[config.mk]
export PLATFORM = sky130hd
export DESIGN_NAME = regfile_nibble_loader
export DESIGN_NICKNAME = d
export VERILOG_FILES = /design/src/rtl/regfile_nibble_loader_pkg.sv /design/src/rtl/regfile_nibble_loader.sv
export SDC_FILE = /design/constraint.sdc
export NUM_CORES = 1
export LEC_CHECK = 0
export CAP_MARGIN = 20
export CORE_UTILIZATION = 45
export CTS_BUF_LIST = sky130_fd_sc_hd__clkbuf_16
export DETAILED_ROUTE_END_ITERATION = 7
export GPL_TIMING_DRIVEN = 0
export PLACE_DENSITY_LB_ADDON = 0.3
export SLEW_MARGIN = 20
export SYNTH_ARGS = -nofsm -noshare
export SYNTH_HDL_FRONTEND = slang
export SYNTH_SLANG_ARGS = --single-unit
[constraint.sdc]
create_clock -name UserCLK -period 3.5 [get_ports UserCLK]
set_input_delay 0.35 -clock UserCLK [delete_from_list [all_inputs] [get_ports UserCLK]]
set_output_delay 0.35 -clock UserCLK [all_outputs]
set_load 0.05 [all_outputs]
[src/rtl/regfile_nibble_loader_pkg.sv]
// -----------------------------------------------------------------------------
// regfile_nibble_loader_pkg
// Shared definitions for the byte-stream to nibble register-file loader:
//   - default geometry constants (entry count, address width, nibble width)
//   - the loader FSM state enumeration
// -----------------------------------------------------------------------------
package regfile_nibble_loader_pkg;

    // Number of register-file entries; write addresses wrap modulo this value.
    localparam int DEPTH  = 32;
    // Register-file write-address width.
    localparam int ADDR_W = 5;
    // Register-file data width; each stream byte carries two of these.
    localparam int NIB_W  = 4;

    // Loader states. WR_LO/WR_HI each perform exactly one register-file write.
    typedef enum logic [2:0] {
        IDLE      = 3'd0,
        WAIT_BYTE = 3'd1,
        WR_LO     = 3'd2,
        WR_HI     = 3'd3,
        DONE      = 3'd4
    } state_t;

endpackage : regfile_nibble_loader_pkg

[src/rtl/regfile_nibble_loader.sv]
// -----------------------------------------------------------------------------
// regfile_nibble_loader
// Accepts a stream of bytes and writes them, low nibble first, into a
// nibble-wide register file starting at a programmable address. A load is
// requested with a single-cycle start pulse carrying the first address and
// the nibble count; the block then requests bytes one at a time, performs
// two writes per byte and pulses done once the requested count is written.
//
// Ports
//   UserCLK    in   clock, all state changes on the rising edge
//   UserRST    in   asynchronous active-high reset
//   start      in   load request, honoured only while idle
//   start_adr  in   first write address (sampled with start)
//   len        in   nibble count 0..DEPTH (sampled with start, clamped)
//   s_data     in   stream byte, low nibble written first
//   s_valid    in   stream byte valid
//   s_ready    out  stream byte accepted when s_valid && s_ready at an edge
//   W_ADR      out  register-file write address (0 when W_en is low)
//   D          out  register-file write data    (0 when W_en is low)
//   W_en       out  register-file write enable
//   busy       out  high while a load is in progress
//   done       out  one-cycle completion pulse
//
// All outputs are decoded from registered state only, so the asynchronous
// reset clears them immediately and no input reaches an output within a cycle.
// -----------------------------------------------------------------------------
module regfile_nibble_loader #(
    parameter int DEPTH  = regfile_nibble_loader_pkg::DEPTH,
    parameter int ADDR_W = regfile_nibble_loader_pkg::ADDR_W,
    parameter int NIB_W  = regfile_nibble_loader_pkg::NIB_W
) (
    input  logic                 UserCLK,
    input  logic                 UserRST,
    input  logic                 start,
    input  logic [ADDR_W-1:0]    start_adr,
    input  logic [ADDR_W:0]      len,
    input  logic [2*NIB_W-1:0]   s_data,
    input  logic                 s_valid,
    output logic                 s_ready,
    output logic [ADDR_W-1:0]    W_ADR,
    output logic [NIB_W-1:0]     D,
    output logic                 W_en,
    output logic                 busy,
    output logic                 done
);

    import regfile_nibble_loader_pkg::*;

    // Nibble counter is one bit wider than the address so it can hold DEPTH.
    localparam int LEN_W = ADDR_W + 1;

    // Requests longer than the register file are limited to one full pass.
    function automatic logic [LEN_W-1:0] clamp_len(input logic [LEN_W-1:0] l);
        logic [LEN_W-1:0] res;
        if (l > LEN_W'(DEPTH)) begin
            res = LEN_W'(DEPTH);
        end else begin
            res = l;
        end
        return res;
    endfunction

    state_t                 state_q, state_d;
    logic [ADDR_W-1:0]      addr_q, addr_d;
    logic [LEN_W-1:0]       rem_q, rem_d;
    logic [2*NIB_W-1:0]     byte_q, byte_d;

    logic [LEN_W-1:0]       len_eff_s;
    logic [ADDR_W-1:0]      addr_inc_s;
    logic                   last_nib_s;

    // Effective nibble count and modulo-DEPTH address increment.
    always_comb begin
        len_eff_s  = clamp_len(len);
        last_nib_s = (rem_q == LEN_W'(1));
        if (addr_q == ADDR_W'(DEPTH - 1)) begin
            addr_inc_s = {ADDR_W{1'b0}};
        end else begin
            addr_inc_s = addr_q + ADDR_W'(1);
        end
    end

    // Next-state logic for the FSM and its address/count/byte registers.
    always_comb begin
        state_d = state_q;
        addr_d  = addr_q;
        rem_d   = rem_q;
        byte_d  = byte_q;
        case (state_q)
            IDLE: begin
                if (start) begin
                    if (len_eff_s != {LEN_W{1'b0}}) begin
                        addr_d  = start_adr;
                        rem_d   = len_eff_s;
                        state_d = WAIT_BYTE;
                    end else begin
                        state_d = DONE;
                    end
                end else begin
                    state_d = IDLE;
                end
            end
            WAIT_BYTE: begin
                if (s_valid) begin
                    byte_d  = s_data;
                    state_d = WR_LO;
                end else begin
                    state_d = WAIT_BYTE;
                end
            end
            WR_LO: begin
                addr_d = addr_inc_s;
                rem_d  = rem_q - LEN_W'(1);
                // An odd count ends here: the high nibble is dropped and no
                // further byte is requested.
                if (last_nib_s) begin
                    state_d = DONE;
                end else begin
                    state_d = WR_HI;
                end
            end
            WR_HI: begin
                addr_d = addr_inc_s;
                rem_d  = rem_q - LEN_W'(1);
                if (last_nib_s) begin
                    state_d = DONE;
                end else begin
                    state_d = WAIT_BYTE;
                end
            end
            DONE: begin
                state_d = IDLE;
            end
            default: begin
                state_d = IDLE;
            end
        endcase
    end

    // State and datapath registers with asynchronous reset.
    always_ff @(posedge UserCLK or posedge UserRST) begin
        if (UserRST) begin
            state_q <= IDLE;
            addr_q  <= {ADDR_W{1'b0}};
            rem_q   <= {LEN_W{1'b0}};
            byte_q  <= {(2*NIB_W){1'b0}};
        end else begin
            state_q <= state_d;
            addr_q  <= addr_d;
            rem_q   <= rem_d;
            byte_q  <= byte_d;
        end
    end

    // Output decode from registered state; write bus held at zero when idle.
    always_comb begin
        s_ready = 1'b0;
        W_en    = 1'b0;
        W_ADR   = {ADDR_W{1'b0}};
        D       = {NIB_W{1'b0}};
        busy    = 1'b0;
        done    = 1'b0;
        case (state_q)
            IDLE: begin
                busy = 1'b0;
            end
            WAIT_BYTE: begin
                s_ready = 1'b1;
                busy    = 1'b1;
            end
            WR_LO: begin
                W_en  = 1'b1;
                W_ADR = addr_q;
                D     = byte_q[NIB_W-1:0];
                busy  = 1'b1;
            end
            WR_HI: begin
                W_en  = 1'b1;
                W_ADR = addr_q;
                D     = byte_q[2*NIB_W-1:NIB_W];
                busy  = 1'b1;
            end
            DONE: begin
                done = 1'b1;
            end
            default: begin
                busy = 1'b0;
            end
        endcase
    end

endmodule : regfile_nibble_loader

Fig. 1: run 1, met1 routing
Scale: 8 px per um. Supply wires on this layer in grey. Cells faint in the background.
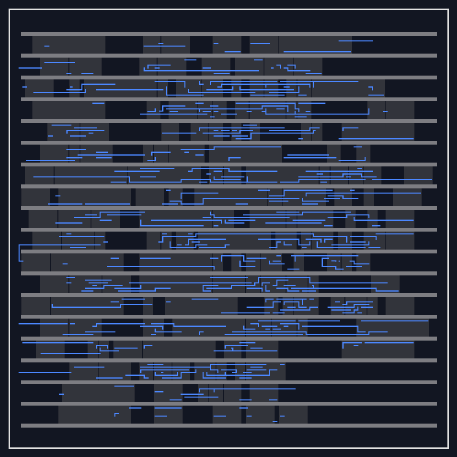
- wire length on this layer: 1,220 um
- main direction: horizontal

Fig. 2: run 1, metal 2
Scale: 8 px per um.
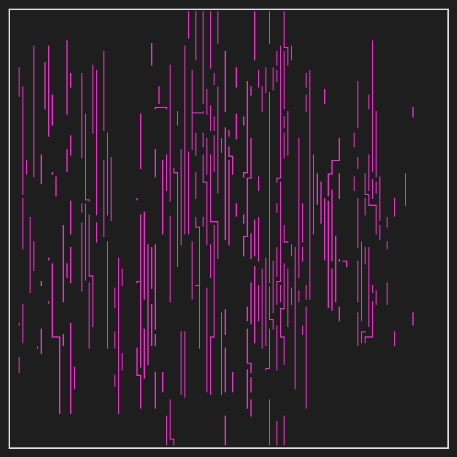
- share of all routed wire: 50%
- nets with wire on the layer: 162

==> run summary, run 1 <==
Dominant cell area share = 0.441
Placed insts = 195
Post-synth EDFFs = 0
Die Area = 2990 um^2
Status = finished, final reports clean
Fmax = 336 MHz
Most common library cells after synthesis = dfrtp_1 (22), nand3_1 (13), nor2_1 (13)
Final setup violation count = 0
Setup slack, reg-to-reg = 1.67 ns
FF+latch area = 551 um^2
Critical path required time = 3.15 ns
Top-count cell post-synth = dfrtp_1
Arr. time, crit path = 2.63 ns
Initial DRC count = 26
Top layer in use = met4
Final count of pins violating max slew = 0
I/O Buffers = 35
All-layer global routing usage = 0.212
R2r worst-path depth = 6
Synth flops = 22
Drt pass-1 iters = 4
Register share after synthesis = 0.441
Core Box Area = 2540 um^2
Avg WL per Cell = 13.7 um
Via/cell ratio = 5.30
Starting Density = 0.491
Tmin final = 2.98 ns
Fig. 3: run 1, met3 routing
Scale: 10 px per um. Cells faint in the background.
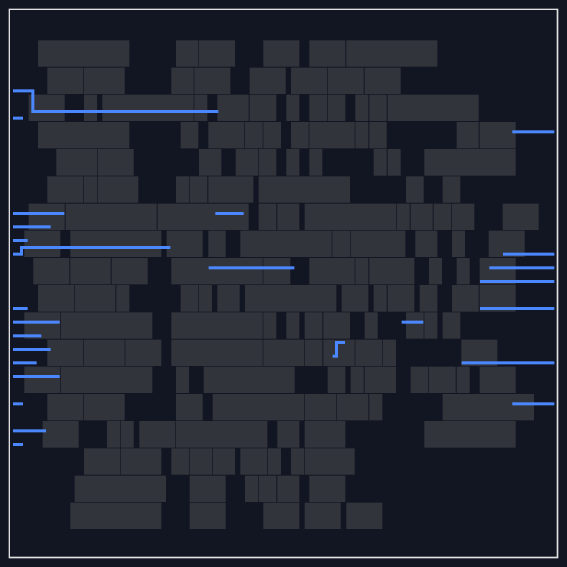
- longest straight run: 18.4 um
- share of all routed wire: 4.7%
- main direction: horizontal
- wire length on this layer: 128 um
- nets with wire on the layer: 25

-- run 1: sequential cells by signal, summed over array words and instances, names as in the netlist --
signal / count
addr_q: 5
rem_q: 6
byte_q: 8
state_q: 3
-- run 1: metrics by stage --
step | instance area [um^2] | hold WS, ns | utilization | setup slack (ns) | total power [mW]
3_3_place_gp | 1640 | 0.489 | 0.643 | 0.804 | 1.34
2_1_floorplan | 1250 | 0.339 | - | 0.905 | 1.12
5_1_grt | 1720 | 0.538 | 0.674 | 0.351 | 1.72
3_5_place_dp | 1640 | 0.496 | 0.643 | 0.807 | 1.37
6_report | 1720 | 0.507 | 0.674 | 0.524 | 1.60
4_1_cts | 1720 | 0.509 | 0.674 | 0.508 | 1.61
-- run 1: power breakdown --
group | leakage, nW | internal, mW | total (mW) | switching [mW]
combinational | 0.439 | 0.374 | 0.884 | 0.510
clock | 0.0385 | 0.152 | 0.241 | 0.0891
sequential | 0.265 | 0.379 | 0.479 | 0.0999
-- run 1: how the worst min path moves through the flow --
stage              start         to  slack, ns  cells past startpoint
2_1_floorplan    UserRST  addr_q[0]       0.34                      1
3_3_place_gp   byte_q[0]  byte_q[0]       0.49                      1
3_5_place_dp   byte_q[0]  byte_q[0]       0.50                      1
4_1_cts        byte_q[0]  byte_q[0]       0.51                      1
5_1_grt        byte_q[7]  byte_q[7]       0.54                      1
6_report       byte_q[5]  byte_q[5]       0.51                      1
-- run 1: per-layer routing --
metal / global-route usage / up-vias
met1: 0.255 / 494
met3: 0.0528 / 2
met4: 0.0726 / 0
met2: 0.363 / 28
li1: - / 530
met5: 0 / -
-- run 1: area by class of cell --
| type | count | share of cell area |
|---|---|---|
| buffer | 6 | 0.0226 |
| tap | 30 | 0.0219 |
| sequential | 22 | 0.321 |
| multi-input combinational | 95 | 0.369 |
| inverter | 7 | 0.0153 |
| timing repair buffer | 35 | 0.204 |
| clock buffer | 3 | 0.0438 |
| clock inverter | 1 | 0.00219 |
-- run 1: placed cells by master (no fill, tap or decap), types with 3 or more instances in the layout --
cell | Yosys | final
a21oi_1 | 7 | 7
and2_1 | 6 | 6
clkbuf_1 | 3 | 3
clkbuf_16 | 0 | 3
clkdlybuf4s50_1 | 0 | 35
dfrtp_1 | 22 | 22
ha_1 | 4 | 4
inv_1 | 7 | 7
mux2_2 | 8 | 8
mux2i_1 | 4 | 4
nand2_1 | 9 | 9
nand3_1 | 13 | 13
nor2_1 | 13 | 13
nor2b_1 | 4 | 4
o211ai_1 | 3 | 3
o21ai_0 | 3 | 3
-- run 1: cells by family (layout without fill, tap and decap cells) --
logic type	count (synthesis)	count (layout)	synth area share
AOI/OAI and AO/OA	21	21	0.116
xor gates and xnor gates	2	2	0.0140
adders and majority gates	4	4	0.0401
buffers and inverters	13	52	0.0521
DFF	22	22	0.441
muxes	12	12	0.104
and+or+nand+nor	56	56	0.232
-- run 1: critical path, stage by stage (launching register included) --
cell and delay (ns):
dfrtp_1 0.42, nand2b_1 0.17, clkbuf_1 0.18, inv_1 0.23, clkbuf_1 0.39, and2_1 0.19
clkdlybuf4s50_1 0.80
## Run 2: what changed since run 1
CORE_ASPECT_RATIO = 1.5   (was unset)
==> run summary, run 2 <==
Status = finished, final reports clean
Most numerous logic cell after layout = clkdlybuf4s50_1
Setup TNS = 0 ns
Most flop-heavy register = byte_q
Top flop regs = byte_q x8, rem_q x6, addr_q x5
Critical path required time = 3.15 ns (about the same)
Top-count cell post-synth = dfrtp_1
H-tree levels = 1
Via/cell ratio = 5.33 (+0.73%)
Worst Min Path Start = byte_q[2]
Synth warnings = 0
Tmin final = 3.00 ns (+0.0241 ns)
GR Layer Usage met1 = 0.232 (-0.0229)
Die Area = 2990 um^2 (+0.15%)
Dominant cell area share = 0.441 (unchanged)
Root buf cell = clkbuf_16
Synth-to-layout area growth = 38.1%
I/O Buffers = 35 (unchanged)
Max reg flops = 8 (unchanged)
Gate Area = 633 um^2
Fmax = 333 MHz (-0.80%)
Cells after Synth = 130
Clk sinks = 22
FF+latch area = 551 um^2 (unchanged)
Starting Density = 0.472 (-0.0190)
Max VDD drop = 0.563 mV
OpenROAD warning count = 27
Drt pass-1 iters = 4 (unchanged)
Post-synth EDFFs = 0 (unchanged)
Antenna-violating nets left = 0
Most common library cells after synthesis = dfrtp_1 (22), nand3_1 (13), nor2_1 (13)
Core Box Area = 2650 um^2 (+4.0%)
Most frequent cells in the layout = clkdlybuf4s50_1 (35), dfrtp_1 (22), nor2_1 (13), nand3_1 (13), nand2_1 (9)
Initial DRC count = 15 (-42%)
All-layer global routing usage = 0.221 (+0.00851)
Post-Route Utilization = 0.651 (-0.0228)
Arr. time, crit path = 2.65 ns (+0.02 ns)
Final count of pins violating max slew = 0 (unchanged)
Synth flops = 22 (unchanged)
Register share after synthesis = 0.441 (unchanged)
Top cells, area = dfrtp_1 (44%), mux2_2 (7.2%), nand3_1 (5.2%), ha_1 (4.0%), nor2_1 (3.9%)
Cycle use final = 0.857
Endpoint type of the worst setup path = output port
Distinct lib cells used = 33
Final setup violation count = 0 (unchanged)
==> run 2: per-layer routing <==
| layer | vias up | routed length (um) |
|---|---|---|
| li1 | 527 | - |
| met1 | 526 | 1060 |
| met2 | 36 | 1550 |
| met3 | 10 | 115 |
| met4 | 0 | 89 |
| met5 | - | 0 |
==> run 2: logic make-up (layout without fill, tap and decap cells) <==
kind of cell | Yosys count | in the layout | share of synthesized area
AOI/OAI and AO/OA | 21 | 21 | 0.116
xor gates and xnor gates | 2 | 2 | 0.0140
adders and majority gates | 4 | 4 | 0.0401
buffers and inverters | 13 | 52 | 0.0521
DFF | 22 | 22 | 0.441
muxes | 12 | 12 | 0.104
and+or+nand+nor | 56 | 56 | 0.232
==> run 2: critical path: stages (launching register included) <==
cell and delay, ns:
dfrtp_1 0.42, nand2b_1 0.16, clkbuf_1 0.17, inv_1 0.23
clkbuf_1 0.41, and2_1 0.20, clkdlybuf4s50_1 0.79
==> run 2: area by class of cell <==
cell class / instances / area share
Sequential cell: 22 / 0.319
Timing Repair Buffer: 35 / 0.203
Inverter: 7 / 0.0152
Buffer: 6 / 0.0225
Clock buffer: 3 / 0.0435
Tap cell: 37 / 0.0269
Clock inverter: 1 / 0.00218
Multi-Input combinational cell: 95 / 0.367
==> run 2: metrics by stage <==
stage / setup WS, ns / power, mW / cells / hold slack [ns] / instance area, um^2
6_report: 0.500 / 1.61 / 206 / 0.509 / 1720
3_3_place_gp: 0.827 / 1.34 / 202 / 0.489 / 1650
2_1_floorplan: 0.905 / 1.12 / 130 / 0.339 / 1250
3_5_place_dp: 0.811 / 1.38 / 202 / 0.495 / 1650
4_1_cts: 0.531 / 1.62 / 206 / 0.508 / 1720
5_1_grt: 0.349 / 1.73 / 206 / 0.512 / 1720
==> run 2: where the power goes <==
group | switching (mW) | total (mW) | internal [mW]
clock network | 0.0923 | 0.245 | 0.153
logic | 0.516 | 0.891 | 0.374
registers | 0.0963 | 0.476 | 0.379
==> run 2: path summary, 6_finish.rpt <==
path / end / cells past startpoint / slack (ns)
hold / removal: byte_q[2] / 1 / 0.51
min in group asynchronous: byte_q[0] / 2 / 0.55
hold reg to reg: byte_q[2] / 1 / 0.51
max in group asynchronous: addr_q[3] / 2 / 2.43
setup / recovery: W_ADR[2] / 6 / 0.50
setup reg to reg: rem_q[1] / 6 / 1.65
Fig. 4: run 2, routing congestion
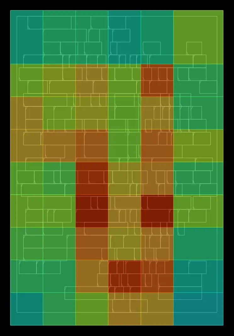
layer with the highest usage: met2
Avg WL per Cell: 13.7 um
GRT met2 Usage: 0.393
GR Layer Usage met3: 0.0379

Fig. 5: run 2, clock distribution
Scale: 4 px per um.
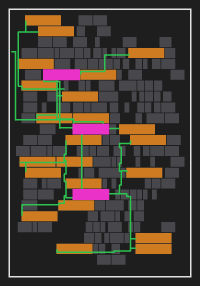
- flip-flops: orange (count 22)
- clock drivers: magenta (count 3)
- clock wires: green (length 287 um)
- flops lie: spread over the die

## Run 3: what changed since run 2
CTS_CLUSTER_DIAMETER = 200   (was unset)
Fig. 6: run 3, metal 2
Scale: 8 px per um.
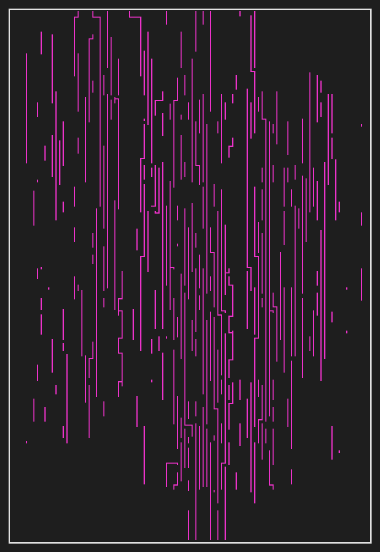
- longest straight run: 37.7 um
- wire length on this layer: 1,550 um
- main direction: vertical

==> run summary, run 3 <==
Via/cell ratio = 5.33 (unchanged)
Synth Area in Compound Gates = 0.116 (unchanged)
Non-filler cells, final = 206 (unchanged)
Placed insts = 202 (unchanged)
Most numerous logic cell after layout = clkdlybuf4s50_1
Cells after Synth = 130 (unchanged)
Status = finished, final reports clean
Final setup violation count = 0 (unchanged)
AND/OR/NAND/NOR Cells, Area Fraction = 0.232 (unchanged)
H-tree levels = 1 (unchanged)
Register share after synthesis = 0.441 (unchanged)
OpenROAD warning count = 27 (unchanged)
Max VDD drop = 0.563 mV (unchanged)
Starting Density = 0.472 (unchanged)
Most frequent cells in the layout = clkdlybuf4s50_1 (35), dfrtp_1 (22), nor2_1 (13), nand3_1 (13), nand2_1 (9)
Max reg flops = 8 (unchanged)
Drt pass-1 iters = 4 (unchanged)
Logic family by area = simple AND/OR/NAND/NOR gates
Tmin final = 3.00 ns (unchanged)
Distinct lib cells used = 33 (unchanged)
Top flop regs = byte_q x8, rem_q x6, addr_q x5
FF+latch area = 551 um^2 (unchanged)
Critical path required time = 3.15 ns (about the same)
Fig. 7: run 3, routing congestion
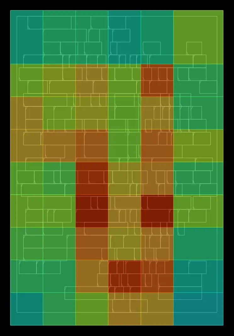
Post-Route Utilization: 0.651
GR Layer Usage met1: 0.232
all-layer global routing usage: 0.221

-- run 3: cell counts after synthesis --
No cell type changed its count.
-- run 3: worst paths after layout --
check | from | endpoint | slack [ns] | cells past startpoint
max in group asynchronous | UserRST | addr_q[3] | 2.43 | 2
min in group asynchronous | UserRST | byte_q[0] | 0.55 | 2
worst max-delay path | state_q[2] | W_ADR[2] | 0.50 | 6
worst min register to register | byte_q[2] | byte_q[2] | 0.51 | 1
worst min-delay path | byte_q[2] | byte_q[2] | 0.51 | 1
worst max register to register | state_q[0] | rem_q[1] | 1.65 | 6
-- run 3: through the flow --
step                hold WS (ns)  power (mW)   util  instance area, um^2  setup slack, ns
floorplan                  0.339        1.12      -                 1250            0.905
global placement           0.489        1.34  0.621                 1650            0.827
detailed placement         0.495        1.38  0.621                 1650            0.811
CTS                        0.508        1.62  0.651                 1720            0.531
global route               0.512        1.73  0.651                 1720            0.349
finish                     0.509        1.61  0.651                 1720            0.500
-- run 3: area by class of cell --
| cell class | count | area share |
|---|---|---|
| Tap cell | 37 | 0.0269 |
| Clock buffer | 3 | 0.0435 |
| Timing Repair Buffer | 35 | 0.203 |
| Buffer | 6 | 0.0225 |
| Multi-Input combinational cell | 95 | 0.367 |
| Clock inverter | 1 | 0.00218 |
| Sequential cell | 22 | 0.319 |
| Inverter | 7 | 0.0152 |
-- run 3: kinds of logic after synthesis --
family / count (synthesis)
buf+inv: 13
mux: 12
flops: 22
simple gates: 56
xor+xnor: 2
compound gates: 21
fa+ha+maj: 4
-- run 3: power by group --
part / switching, mW / internal (mW) / total (mW) / leakage (nW)
combinational: 0.516 / 0.374 / 0.891 / 0.439
sequential: 0.0963 / 0.379 / 0.476 / 0.265
clock: 0.0923 / 0.153 / 0.245 / 0.0385
total: 0.705 / 0.906 / 1.61 / 0.742
-- run 3: worst max-delay path, stage by stage, from the launching register on --
cell	delay, ns
dfrtp_1	0.42
nand2b_1	0.16
clkbuf_1	0.17
inv_1	0.23
clkbuf_1	0.41
and2_1	0.20
clkdlybuf4s50_1	0.79
-- run 3: per-layer routing --
metal,track usage,up-vias,part of all wire,wire length [um]
met5,0,-,0,0
met3,0.0379,10,0.041,115
met4,0.129,0,0.032,89
li1,-,527,-,-
met1,0.232,526,0.38,1060
met2,0.393,36,0.55,1550
Power is estimated from default activity; no workload was simulated.
